## config.mk

```make
export PLATFORM = sky130hd
export DESIGN_NAME = bitrev_reorder_buf_flat
export DESIGN_NICKNAME = d
export VERILOG_FILES = /design/src/rtl/bitrev_reorder_buf_if.sv /design/src/rtl/bitrev_reorder_buf.sv /design/src/flat_wrapper.sv
export SDC_FILE = /design/constraint.sdc
export NUM_CORES = 1
export LEC_CHECK = 0
export ABC_AREA = 1
export CAP_MARGIN = 15
export CORE_ASPECT_RATIO = 1.75
export CORE_MARGIN = 2
export CORE_UTILIZATION = 55
export CTS_CLUSTER_SIZE = 30
export DETAILED_ROUTE_END_ITERATION = 10
export PLACE_DENSITY_LB_ADDON = 0.12
export REMOVE_ABC_BUFFERS = 1
export SYNTH_ARGS = -nofsm -noshare
export SYNTH_HDL_FRONTEND = slang
export SYNTH_SLANG_ARGS = --single-unit
```

## constraint.sdc

```tcl
create_clock -name clk -period 1.88 [get_ports clk]
set_input_delay 0.376 -clock clk [delete_from_list [all_inputs] [get_ports clk]]
set_output_delay 0.376 -clock clk [all_outputs]
set_load 0.02 [all_outputs]
```

## src/rtl/bitrev_reorder_buf_if.sv

```systemverilog
// Handshake bundle for the bit-reversal reorder buffer: natural-order input
// stream and bit-reversed output stream, both valid/ready.
interface bitrev_reorder_buf_if #(
    parameter int LOG2N = 3,
    parameter int DW    = 16
);
    logic             in_valid;
    logic             in_ready;
    logic [DW-1:0]    in_data;
    logic             out_valid;
    logic             out_ready;
    logic [DW-1:0]    out_data;
    logic [LOG2N-1:0] out_idx;
    logic             out_last;

    modport master (
        output in_valid, in_data, out_ready,
        input  in_ready, out_valid, out_data, out_idx, out_last
    );

    modport slave (
        input  in_valid, in_data, out_ready,
        output in_ready, out_valid, out_data, out_idx, out_last
    );
endinterface

```

## src/rtl/bitrev_reorder_buf.sv

```systemverilog
// Ping-pong bit-reversal reorder buffer: frames of 2**LOG2N samples in, same frame out in
// bit-reversed index order. Optional BITREV_BYPASS_EN adds a per-frame natural-order bypass.
module bitrev_reorder_buf #(
    parameter int LOG2N = 3,
    parameter int DW    = 16
) (
    input  logic clk,
    input  logic rst_n,
`ifdef BITREV_BYPASS_EN
    input  logic bypass,
`endif
    bitrev_reorder_buf_if.slave bus
);
    localparam int N = 1 << LOG2N;

    typedef logic [LOG2N-1:0] idx_t;
    typedef enum logic {S_IDLE, S_STREAM} state_t;

    function automatic idx_t bitrev(input idx_t x);
        idx_t r;
        for (int i = 0; i < LOG2N; i++) r[i] = x[LOG2N-1-i];
        return r;
    endfunction

    logic [DW-1:0] mem [0:2*N-1];

    state_t        state;
    idx_t          wr_cnt, rd_cnt;
    logic          wr_bank, rd_bank;
    logic [1:0]    full, full_nxt;
    logic          rdy_en;
    logic          out_valid_p0, out_last_p0;
    logic [DW-1:0] out_data_p0;
    idx_t          out_idx_p0;

    logic          wr_fire, wr_wrap;
    logic          load, rd_wrap, natural_rd;
    logic          nxt_rd_bank;
    idx_t          rd_addr;

    assign bus.in_ready  = rdy_en && !full[wr_bank];
    assign bus.out_valid = out_valid_p0;
    assign bus.out_data  = out_data_p0;
    assign bus.out_idx   = out_idx_p0;
    assign bus.out_last  = out_last_p0;

    assign wr_fire = bus.in_valid && bus.in_ready;
    assign wr_wrap = wr_fire && (wr_cnt == idx_t'(N-1));

    // The first sample of a frame is loaded straight out of IDLE so the
    // output appears one edge after the frame completes.
    assign load = (!out_valid_p0 || bus.out_ready) &&
                  ((state == S_STREAM) || full[rd_bank]);
    assign rd_wrap     = load && (rd_cnt == idx_t'(N-1));
    assign nxt_rd_bank = ~rd_bank;

`ifdef BITREV_BYPASS_EN
    logic bypass_q;
    assign natural_rd = (state == S_IDLE) ? bypass : bypass_q;
`else
    assign natural_rd = 1'b0;
`endif

    assign rd_addr = natural_rd ? rd_cnt : bitrev(rd_cnt);

    // Set and clear always target different banks, so both apply.
    always_comb begin
        full_nxt = full;
        if (rd_wrap) full_nxt[rd_bank] = 1'b0;
        if (wr_wrap) full_nxt[wr_bank] = 1'b1;
    end

    always_ff @(posedge clk) begin
        if (wr_fire) mem[{wr_bank, wr_cnt}] <= bus.in_data;
    end

    always_ff @(posedge clk or negedge rst_n) begin
        if (!rst_n) begin
            state        <= S_IDLE;
            wr_cnt       <= '0;
            rd_cnt       <= '0;
            wr_bank      <= 1'b0;
            rd_bank      <= 1'b0;
            full         <= 2'b00;
            rdy_en       <= 1'b0;
            out_valid_p0 <= 1'b0;
            out_last_p0  <= 1'b0;
            out_idx_p0   <= '0;
            out_data_p0  <= '0;
`ifdef BITREV_BYPASS_EN
            bypass_q     <= 1'b0;
`endif
        end else begin
            rdy_en <= 1'b1;
            full   <= full_nxt;

            // write stage
            if (wr_fire) begin
                wr_cnt <= wr_cnt + 1'b1;
                if (wr_wrap) wr_bank <= ~wr_bank;
            end

            // read stage -> output register
            if (load) begin
                out_valid_p0 <= 1'b1;
                out_data_p0  <= mem[{rd_bank, rd_addr}];
                out_idx_p0   <= rd_addr;
                out_last_p0  <= (rd_cnt == idx_t'(N-1));
                rd_cnt       <= rd_cnt + 1'b1;
                if (rd_wrap) begin
                    rd_bank <= nxt_rd_bank;
                    state   <= full[nxt_rd_bank] ? S_STREAM : S_IDLE;
`ifdef BITREV_BYPASS_EN
                    bypass_q <= bypass;
`endif
                end else begin
                    state <= S_STREAM;
`ifdef BITREV_BYPASS_EN
                    if (state == S_IDLE) bypass_q <= bypass;
`endif
                end
            end else if (bus.out_ready) begin
                out_valid_p0 <= 1'b0;
            end
        end
    end
endmodule

```

## src/flat_wrapper.sv

```systemverilog
// flat-port wrapper written by rule: the top's interface ports become plain ports
module bitrev_reorder_buf_flat 
#(
    parameter int LOG2N = 3,
    parameter int DW    = 16
)
  (clk, rst_n, bus_in_valid, bus_in_data, bus_out_ready, bus_in_ready, bus_out_valid, bus_out_data, bus_out_idx, bus_out_last);
  bitrev_reorder_buf_if #(.LOG2N(LOG2N), .DW(DW)) bus_i ();
  input  logic clk;
  input  logic rst_n;
  input wire logic [$bits(bus_i.in_valid)-1:0] bus_in_valid;
  input wire logic [$bits(bus_i.in_data)-1:0] bus_in_data;
  input wire logic [$bits(bus_i.out_ready)-1:0] bus_out_ready;
  output wire logic [$bits(bus_i.in_ready)-1:0] bus_in_ready;
  output wire logic [$bits(bus_i.out_valid)-1:0] bus_out_valid;
  output wire logic [$bits(bus_i.out_data)-1:0] bus_out_data;
  output wire logic [$bits(bus_i.out_idx)-1:0] bus_out_idx;
  output wire logic [$bits(bus_i.out_last)-1:0] bus_out_last;
  assign bus_i.in_valid = bus_in_valid;
  assign bus_i.in_data = bus_in_data;
  assign bus_i.out_ready = bus_out_ready;
  assign bus_in_ready = bus_i.in_ready;
  assign bus_out_valid = bus_i.out_valid;
  assign bus_out_data = bus_i.out_data;
  assign bus_out_idx = bus_i.out_idx;
  assign bus_out_last = bus_i.out_last;
  bitrev_reorder_buf #(.LOG2N(LOG2N), .DW(DW)) u_core (.clk(clk), .rst_n(rst_n), .bus(bus_i));
endmodule
```

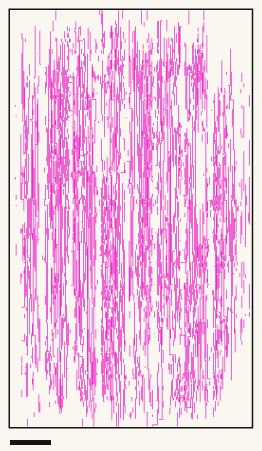
Fig. 1. The metal 2 layer.
Bar = 20 um.
nets with wire on the layer: 965
longest straight run: 87.7 um
wire length on this layer: 17000 um
share of all routed wire: 54%
WL final: 31.7 mm
met2 Usage GRT: 49.9%
via count: 8458

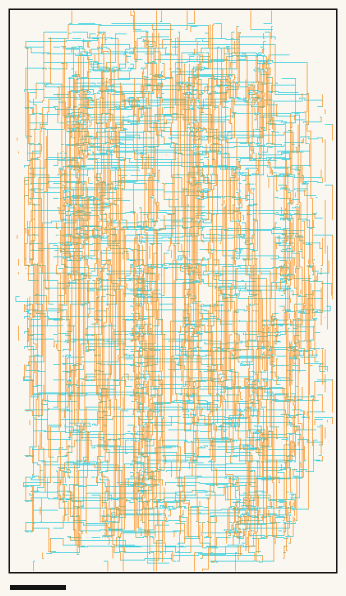
Fig. 2. Signal wires by layer.
Bar = 20 um. Only two layers are drawn.
| colour | layer | wire length |
|---|---|---|
| cyan | met1 | 11000 um |
| orange | met2 | 17000 um |
gr usage total: 28.0%
DR WL/cell: 19.6 um

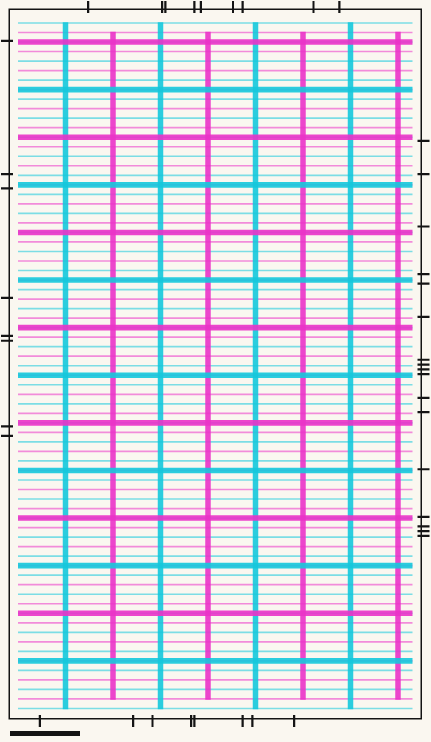
Fig. 3. PDN straps and rails.
Bar = 20 um. Pins as bars on the die edge.
| colour | net |
|---|---|
| cyan | VSS |
| magenta | VDD |
rows: 72
met1 rails: 73
met4 straps: 8
met5 straps: 14
die height: 202 um
Peak VDD IR: 0.000799 V
core area: 22100 um^2
die width: 117 um

==> notes.md <==
flow finished, numbers: CP Max Fanout just under 90, DRC 0, nonclk buf count roughly 120, logic area approximately 2800 um^2, WP buf/inv 1, grt total ovfl 0, Hold Vio Cnt, Final 0, Leak approximately 6.4 nW, M3 GR Usage between 2 and 3%, Power Clock around 5.5 mW, First DRT Iteration DRCs between 600 and 700, # nets final 1325, Vias/cell between 5 and 6, Setup violations, final 0, Clock Tree Root clkbuf_16, Yosys Chip Area around 12000 um^2, largest net degree at the start of global routing about 90, max_cap viols 0, area grow syn2layout 18.3%, Tool Warnings 28, CTS H-tree depth 1, combinational share of power a little over a third, cts repair resizes 24, Late-Pin Clk Latency between 0.5 and 0.6 ns, WL met3 roughly 1.9 mm, CP endpoint u_core.bus.out_data[14], Clock Buffer Count 36, Synth flops 289, fraction of area in registers approximately three fifths, WL met1 about 11 mm, antenna violations before repair 0, Routability Congestion 0.867, most flop-heavy register u_core.mem, arrival time worst endpoint ~2.3 ns, CP peak stage delay between 0.4 and 0.5 ns, Die ar. about 24000 um^2, Crit path top cell by count nand2_1, Levels on crit path 9, unrepaired setup endpoints after global routing false, CTS tree done, R2R cell count 9, largest class flip-flops and latches, run status complete, no violations, Placed Instance Area 13700 um^2, pre-CTS setup slack -0.148 ns
==> synth_stat cells <==
cell type / count / share of area (%)
inv_1: 201 / 6.1
edfxtp_1: 256 / 62
clkinv_1: 1 / 0.030
nor2_1: 18 / 0.55
o21ai_1: 3 / 0.12
nand2_1: 413 / 13
conb_1: 1 / 0.030
buf_2: 38 / 1.5
dfrtp_1: 33 / 6.7
a21oi_2: 1 / 0.071
inv_2: 4 / 0.12
ha_1: 7 / 0.71
nand2_2: 2 / 0.10
nand3_1: 193 / 7.8
buf_4: 5 / 0.30
buf_1: 1 / 0.030
clkbuf_1: 13 / 0.40
o21ai_0: 10 / 0.41
xor2_1: 3 / 0.21
Power is estimated from default activity; no workload was simulated.
